### config.mk
export PLATFORM = sky130hd
export DESIGN_NAME = ext_bus_master
export DESIGN_NICKNAME = d
export VERILOG_FILES = /design/src/rtl/ext_bus_master.sv
export SDC_FILE = /design/constraint.sdc
export NUM_CORES = 1
export LEC_CHECK = 0
export ABC_AREA = 1
export CORE_MARGIN = 2
export CORE_UTILIZATION = 48
export CTS_CLUSTER_SIZE = 24
export DETAILED_ROUTE_END_ITERATION = 10
export HOLD_SLACK_MARGIN = 0.03
export PLACE_DENSITY = 0.78
export SLEW_MARGIN = 20
export SYNTH_ARGS = -nofsm -noshare
export SYNTH_HDL_FRONTEND = slang
export SYNTH_SLANG_ARGS = --single-unit
### constraint.sdc
create_clock -name clk -period 2.35 [get_ports clk]
set_clock_uncertainty 0.1 [all_clocks]
set_input_delay 0.235 -clock clk [delete_from_list [all_inputs] [get_ports clk]]
set_output_delay 0.235 -clock clk [all_outputs]
set_load 0.02 [all_outputs]
### src/rtl/ext_bus_master.sv
// ext_bus_master
// Byte-serial external memory bus master. One CPU request at a time is
// taken over a valid/ready port. It is sent over an 8-bit bidirectional
// bus as address beats and then data beats, least significant byte first.
// Each beat uses a 4-phase handshake (hs_out / hs_in). A per-beat timeout
// is optional.
//
// Ports:
//   clk, rst            clock, synchronous active-high reset
//   req_valid/ready     request handshake (ready is combinational)
//   req_write           1 = write, 0 = read
//   req_addr/wdata      request address / write data
//   req_done/error      end-of-transaction pulse / timeout qualifier
//   req_rdata           read data, held until the next read completes
//   bus_in/out/oe       8-bit bus input, output and output enable
//   hs_in/hs_out        asynchronous handshake in / handshake out
//   bus_rd/bus_wr       transaction type status while busy
//   busy                transaction in progress
module ext_bus_master #(
  parameter int ADDR_BYTES  = 2,
  parameter int DATA_BYTES  = 1,
  parameter int SYNC_STAGES = 2,
  parameter int TIMEOUT     = 0
) (
  input  logic                    clk,
  input  logic                    rst,
  input  logic                    req_valid,
  input  logic                    req_write,
  input  logic [8*ADDR_BYTES-1:0] req_addr,
  input  logic [8*DATA_BYTES-1:0] req_wdata,
  output logic                    req_ready,
  output logic                    req_done,
  output logic                    req_error,
  output logic [8*DATA_BYTES-1:0] req_rdata,
  input  logic [7:0]              bus_in,
  output logic [7:0]              bus_out,
  output logic [7:0]              bus_oe,
  input  logic                    hs_in,
  output logic                    hs_out,
  output logic                    bus_rd,
  output logic                    bus_wr,
  output logic                    busy
);

  localparam int AW = 8 * ADDR_BYTES;
  localparam int DW = 8 * DATA_BYTES;
  localparam int CW = (TIMEOUT > 0) ? $clog2(TIMEOUT + 1) : 1;
  localparam int TO_LAST_I = (TIMEOUT > 0) ? TIMEOUT - 1 : 0;
  localparam logic [CW-1:0] TO_LAST = CW'(TO_LAST_I);
  localparam logic [1:0] A_LAST = 2'(ADDR_BYTES - 1);
  localparam logic [1:0] D_LAST = 2'(DATA_BYTES - 1);

  typedef enum logic [1:0] {
    ST_IDLE = 2'd0,
    ST_ADDR = 2'd1,
    ST_DATA = 2'd2
  } state_t;

  typedef enum logic {
    PH_WAIT_LOW = 1'b0,
    PH_DRIVE    = 1'b1
  } phase_t;

  state_t               state_r, state_n;
  phase_t               phase_r, phase_n;
  logic [1:0]           idx_r, idx_n;
  logic [CW-1:0]        cnt_r, cnt_n;
  logic [AW-1:0]        addr_r, addr_n;
  logic [DW-1:0]        wdata_r, wdata_n;
  logic                 write_r, write_n;
  logic [DW-1:0]        rbuf_r, rbuf_n, rbuf_merge_s;
  logic [DW-1:0]        rdata_r, rdata_n;
  logic [SYNC_STAGES-1:0] sync_r;
  logic                 hs_s;
  logic                 done_n, error_n;
  logic                 drive_n;
  logic [7:0]           byte_n;
  logic                 hs_out_r, done_r, error_r, rd_r, wr_r, busy_r;
  logic [7:0]           bus_oe_r, bus_out_r;

  // Select byte i of a little-endian word.
  function automatic logic [7:0] pick_byte(input logic [31:0] v, input logic [1:0] i);
    return 8'(v >> {i, 3'b000});
  endfunction

  assign hs_s = sync_r[SYNC_STAGES-1];

  // Current read buffer with the bus byte merged into the active beat slot.
  assign rbuf_merge_s = DW'((32'(rbuf_r) & ~(32'h0000_00FF << {idx_r, 3'b000}))
                            | (32'(bus_in) << {idx_r, 3'b000}));

  assign req_ready = (state_r == ST_IDLE) && !rst;
  assign req_done  = done_r;
  assign req_error = error_r;
  assign req_rdata = rdata_r;
  assign bus_out   = bus_out_r;
  assign bus_oe    = bus_oe_r;
  assign hs_out    = hs_out_r;
  assign bus_rd    = rd_r;
  assign bus_wr    = wr_r;
  assign busy      = busy_r;

  // Next-state logic for the transaction FSM and beat sub-FSM.
  always_comb begin
    state_n = state_r;
    phase_n = phase_r;
    idx_n   = idx_r;
    cnt_n   = cnt_r;
    addr_n  = addr_r;
    wdata_n = wdata_r;
    write_n = write_r;
    rbuf_n  = rbuf_r;
    rdata_n = rdata_r;
    done_n  = 1'b0;
    error_n = 1'b0;
    case (state_r)
      ST_IDLE: begin
        // Reset overrides this in the register process, so req_ready's
        // dependence on rst need not be repeated here.
        if (req_valid) begin
          addr_n  = req_addr;
          wdata_n = req_wdata;
          write_n = req_write;
          idx_n   = 2'd0;
          phase_n = PH_WAIT_LOW;
          state_n = ST_ADDR;
        end else begin
          phase_n = PH_WAIT_LOW;
        end
      end
      ST_ADDR, ST_DATA: begin
        case (phase_r)
          PH_WAIT_LOW: begin
            if (!hs_s) begin
              phase_n = PH_DRIVE;
              cnt_n   = '0;
            end else begin
              phase_n = PH_WAIT_LOW;
            end
          end
          PH_DRIVE: begin
            // A late acknowledge in the expiry cycle still wins.
            if (hs_s) begin
              phase_n = PH_WAIT_LOW;
              if (state_r == ST_ADDR) begin
                if (idx_r == A_LAST) begin
                  state_n = ST_DATA;
                  idx_n   = 2'd0;
                end else begin
                  idx_n = idx_r + 2'd1;
                end
              end else begin
                if (!write_r) begin
                  rbuf_n = rbuf_merge_s;
                end else begin
                  rbuf_n = rbuf_r;
                end
                if (idx_r == D_LAST) begin
                  state_n = ST_IDLE;
                  idx_n   = 2'd0;
                  done_n  = 1'b1;
                  if (!write_r) begin
                    rdata_n = rbuf_merge_s;
                  end else begin
                    rdata_n = rdata_r;
                  end
                end else begin
                  idx_n = idx_r + 2'd1;
                end
              end
            end else if ((TIMEOUT > 0) && (cnt_r == TO_LAST)) begin
              state_n = ST_IDLE;
              phase_n = PH_WAIT_LOW;
              idx_n   = 2'd0;
              done_n  = 1'b1;
              error_n = 1'b1;
            end else begin
              cnt_n = cnt_r + CW'(1);
            end
          end
          default: phase_n = PH_WAIT_LOW;
        endcase
      end
      default: begin
        state_n = ST_IDLE;
        phase_n = PH_WAIT_LOW;
      end
    endcase
  end

  // Bus drive for the cycle after this edge, derived from the next state so
  // that all bus outputs can be registered.
  always_comb begin
    drive_n = (state_n == ST_ADDR) || ((state_n == ST_DATA) && write_n);
    if (state_n == ST_ADDR) begin
      byte_n = pick_byte(32'(addr_n), idx_n);
    end else begin
      byte_n = pick_byte(32'(wdata_n), idx_n);
    end
  end

  // State, datapath and registered outputs.
  always_ff @(posedge clk) begin
    if (rst) begin
      state_r   <= ST_IDLE;
      phase_r   <= PH_WAIT_LOW;
      idx_r     <= 2'd0;
      cnt_r     <= '0;
      addr_r    <= '0;
      wdata_r   <= '0;
      write_r   <= 1'b0;
      rbuf_r    <= '0;
      rdata_r   <= '0;
      sync_r    <= '1;
      hs_out_r  <= 1'b0;
      bus_oe_r  <= 8'h00;
      bus_out_r <= 8'h00;
      done_r    <= 1'b0;
      error_r   <= 1'b0;
      rd_r      <= 1'b0;
      wr_r      <= 1'b0;
      busy_r    <= 1'b0;
    end else begin
      state_r   <= state_n;
      phase_r   <= phase_n;
      idx_r     <= idx_n;
      cnt_r     <= cnt_n;
      addr_r    <= addr_n;
      wdata_r   <= wdata_n;
      write_r   <= write_n;
      rbuf_r    <= rbuf_n;
      rdata_r   <= rdata_n;
      sync_r    <= {sync_r[SYNC_STAGES-2:0], hs_in};
      hs_out_r  <= (state_n != ST_IDLE) && (phase_n == PH_DRIVE);
      bus_oe_r  <= drive_n ? 8'hFF : 8'h00;
      bus_out_r <= drive_n ? byte_n : 8'h00;
      done_r    <= done_n;
      error_r   <= error_n;
      rd_r      <= (state_n != ST_IDLE) && !write_n;
      wr_r      <= (state_n != ST_IDLE) && write_n;
      busy_r    <= (state_n != ST_IDLE);
    end
  end

endmodule

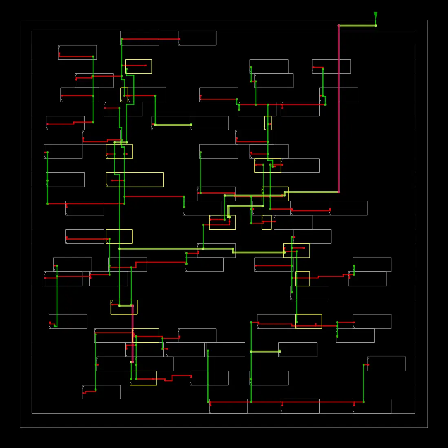
Figure 1: the clock network.
TritonCTS Sinks: 62
number of clock buffer instances in the layout: 13
Late-Pin Clk Latency: 330 ps
Clock Power: 0.948 mW
num sequential: 62

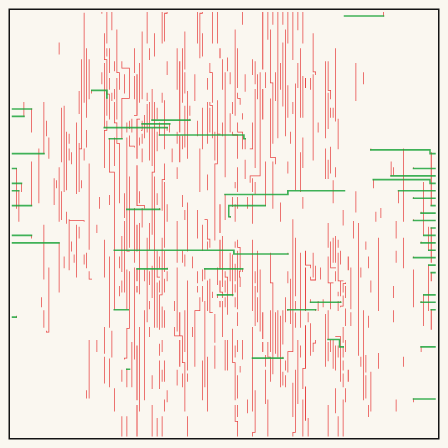
Figure 2: metal layers overlaid.
Only two layers are drawn.
Green shows met3, wire length 270 um. Red shows met2, wire length 2780 um.
DRT Wirelength: 5800 um
overall via count from detail_route: 2361
total routing usage reported by global routing: 19.8%
final routed wire length divided by cell count: 12.2 um

cells by family after synthesis:
family,Yosys count
flops,62
fa+ha+maj,6
other cells,1
buf+inv,51
simple gates,136
mux,16
compound gates,56
cells in the mapped netlist:
cell type and count:
sky130_fd_sc_hd__o21ai_1 1, sky130_fd_sc_hd__or2_2 10, sky130_fd_sc_hd__clkinv_1 2, sky130_fd_sc_hd__nand2_2 1
sky130_fd_sc_hd__inv_2 6, sky130_fd_sc_hd__a21oi_4 2, sky130_fd_sc_hd__clkbuf_1 6, sky130_fd_sc_hd__buf_4 8
sky130_fd_sc_hd__dfxtp_1 62, sky130_fd_sc_hd__nand2_1 52, sky130_fd_sc_hd__nor3_1 4, sky130_fd_sc_hd__nor2_1 34
sky130_fd_sc_hd__nor4_2 1, sky130_fd_sc_hd__nand3b_1 1, sky130_fd_sc_hd__nand2_4 2, sky130_fd_sc_hd__o22ai_1 1
sky130_fd_sc_hd__ha_1 6, sky130_fd_sc_hd__o21ai_0 26, sky130_fd_sc_hd__nand4_1 1, sky130_fd_sc_hd__a21oi_1 17
sky130_fd_sc_hd__buf_1 1, sky130_fd_sc_hd__inv_1 25, sky130_fd_sc_hd__nand3_1 28, sky130_fd_sc_hd__nor4_1 1
sky130_fd_sc_hd__conb_1 1, sky130_fd_sc_hd__buf_2 3, sky130_fd_sc_hd__a31oi_1 8, sky130_fd_sc_hd__nor2_8 1
sky130_fd_sc_hd__a22oi_1 1, sky130_fd_sc_hd__mux2i_1 16
final timing paths:
| check | endpoint | depth (start not counted) |
|---|---|---|
| max | req_ready | 5 |
| min | sync_r[1] | 1 |
| max reg2reg | bus_out[1] | 11 |
| min reg2reg | sync_r[1] | 1 |
sequential cells by signal (all words and copies together), names as in the netlist, 2 cells and up:
register / cells
req_rdata: 8
state_r: 2
wdata_r: 8
bus_out: 8
idx_r: 2
addr_r: 16
sync_r: 2
rbuf_r: 8
timing repair:
| item | 4_1_cts | 5_1_grt |
|---|---|---|
| gates resized | 0 | 1 |
| endpoints found under the setup margin | 0 | 6 |
| hold buffers | 0 | 0 |
| hold endpoints to repair | 0 | 0 |
| setup buffers | 0 | 3 |
critical path, stage by stage, from the launching register on:
cell and delay, ps:
sky130_fd_sc_hd__dfxtp_1 330, sky130_fd_sc_hd__inv_1 130, sky130_fd_sc_hd__ha_1 240, sky130_fd_sc_hd__inv_2 90, sky130_fd_sc_hd__nor2_1 120, sky130_fd_sc_hd__clkdlybuf4s50_1 620
metrics by stage:
step | instance area [um2] | setup WS, ps | utilization [%] | hold slack, ps
4_1_cts | 3550 | 121 | 65.7 | 325
3_5_place_dp | 3350 | 224 | 62.0 | 306
6_report | 3580 | 160 | 66.2 | 321
5_1_grt | 3580 | 2.55 | 66.2 | 333
2_1_floorplan | 2650 | 355 | - | 219
3_3_place_gp | 3350 | 303 | 62.0 | 291
routing by layer:
layer	vias to the layer above	global-route usage, %	routed length [um]
met4	0	7.89	42
met5	-	0	0
met1	1075	26.1	2700
met3	4	5.17	270
li1	1213	-	-
met2	69	31.1	2780
power breakdown:
| part | internal [mW] | switching [mW] |
|---|---|---|
| sequential | 1.11 | 0.0213 |
| combinational | 0.221 | 0.252 |
| clock | 0.547 | 0.400 |
==> CHANGELOG.md <==
### Physical design

- I/O Buffers: 66
- Number of placed cells counting well taps: 455
- Maximum resistive drop on vdd: 0.000425 V
- Simple logic cell fraction of the synthesized area: 23.7%
- Horizontal extent of the die: 78.3 um
- Area fraction in mux cells: 6.05%
- Layout fillers: 448
- Post-layout period usage: 93.2%
- Count of inverters other than clock inverters in the layout: 33
- H-tree level count: 3
- Hold violation count in the final report: 0
- Number of different library cells in the post-synthesis netlist: 30
- Arr. time, crit path: 1860 ps
- Yosys stat chip area: 2650 um2
- DRC violations left: 0
- Total chip power: 2.55 mW
- Outcome: complete, no violations
- Required time worst endpoint: 2020 ps
- Power per standard cell area: 713 nW/um2
- Non-clock buffer count in the final layout: 76
- HP Start: sync_r[0]
- Cell area leaders: sky130_fd_sc_hd__dfxtp_1, sky130_fd_sc_hd__nand2_1, sky130_fd_sc_hd__mux2i_1, sky130_fd_sc_hd__nand3_1, sky130_fd_sc_hd__o21ai_0
- Well-tap cell count: 72
- Number of optimization iterations in the first detailed-route pass: 4
- Clock slew seen by the registers of the worst setup and hold paths: 70 ps
- Final setup violating endpoints: 0
- Fraction of layout instances using a drive strength above 1: 11.9%
- Tally of max-capacitance violations: 0
- Most numerous logic cell after layout: sky130_fd_sc_hd__clkdlybuf4s50_1
- Sum of negative setup slack: 0 ps
- Sequential cell area fraction in the yosys report: 46.9%
- Adder-cell area share of the yosys netlist: 2.83%
- Xor/xnor share: 0%
- Mean area per synthesized cell: 8.08 um2
- Deepest clock path buffer count: 2
- Area occupied by registers: 1240 um2
- Share of cell area taken by multi-input logic gates: 33.1%
- Clock-cell share of area: 5.63%
- Cell leakage power: 1.56 nW
- Worst setup path startpoint: state_r[0]
- Relative area of non-clock buffer cells in the final design: 20.6%
- Number of cells produced by synthesis: 328
- Number of logic gates: 215
- Max-slew violations: 0
- Fmax: 457 MHz
- Multi-input gate area: 1180 um2
- Reg2Reg Setup Slack: 200 ps
- Diodes inserted: 0
- Sequential portion of the cell area: 34.7%
- Pin count of the biggest net entering global routing: 39
- Shortest clock period the worst path allows after layout: 2190 ps
- Area leader share: 46.9%
- Inserted Clock Buffers: 9
- I/O pin cnt: 68
- Detailed router's first-iteration violation count: 141
- Antenna violations before repair: 0
- Yosys aoi share: 12.0%
- Global-route congestion overflow total: 0
- Syn-to-layout area delta: 35.0%
- First-pass GRT wire length: 9600 um
- Area of the die: 6130 um2
- Global placer's final weighted congestion: 0.798
- TritonCTS clock tree: yes
- Maximum fanout encountered on the critical timing path: 4
- Biggest area consumer among synthesized cells: sky130_fd_sc_hd__dfxtp_1
- Root Driver: sky130_fd_sc_hd__clkbuf_8
- FP Rows: 27
- Antenna-violating nets left: 0
- Endpoint type of the worst setup path: output port
- Vias/cell: 4.98
- Top class by area: sequential cells
- Origin of the critical flop-to-flop path: idx_r[0]
- Most used cells in the layout excluding fill and tap cells: sky130_fd_sc_hd__clkdlybuf4s50_1, sky130_fd_sc_hd__dfxtp_1, sky130_fd_sc_hd__nand2_1
- Placeable Area: 5410 um2
Power and IR drop assume default switching activity.
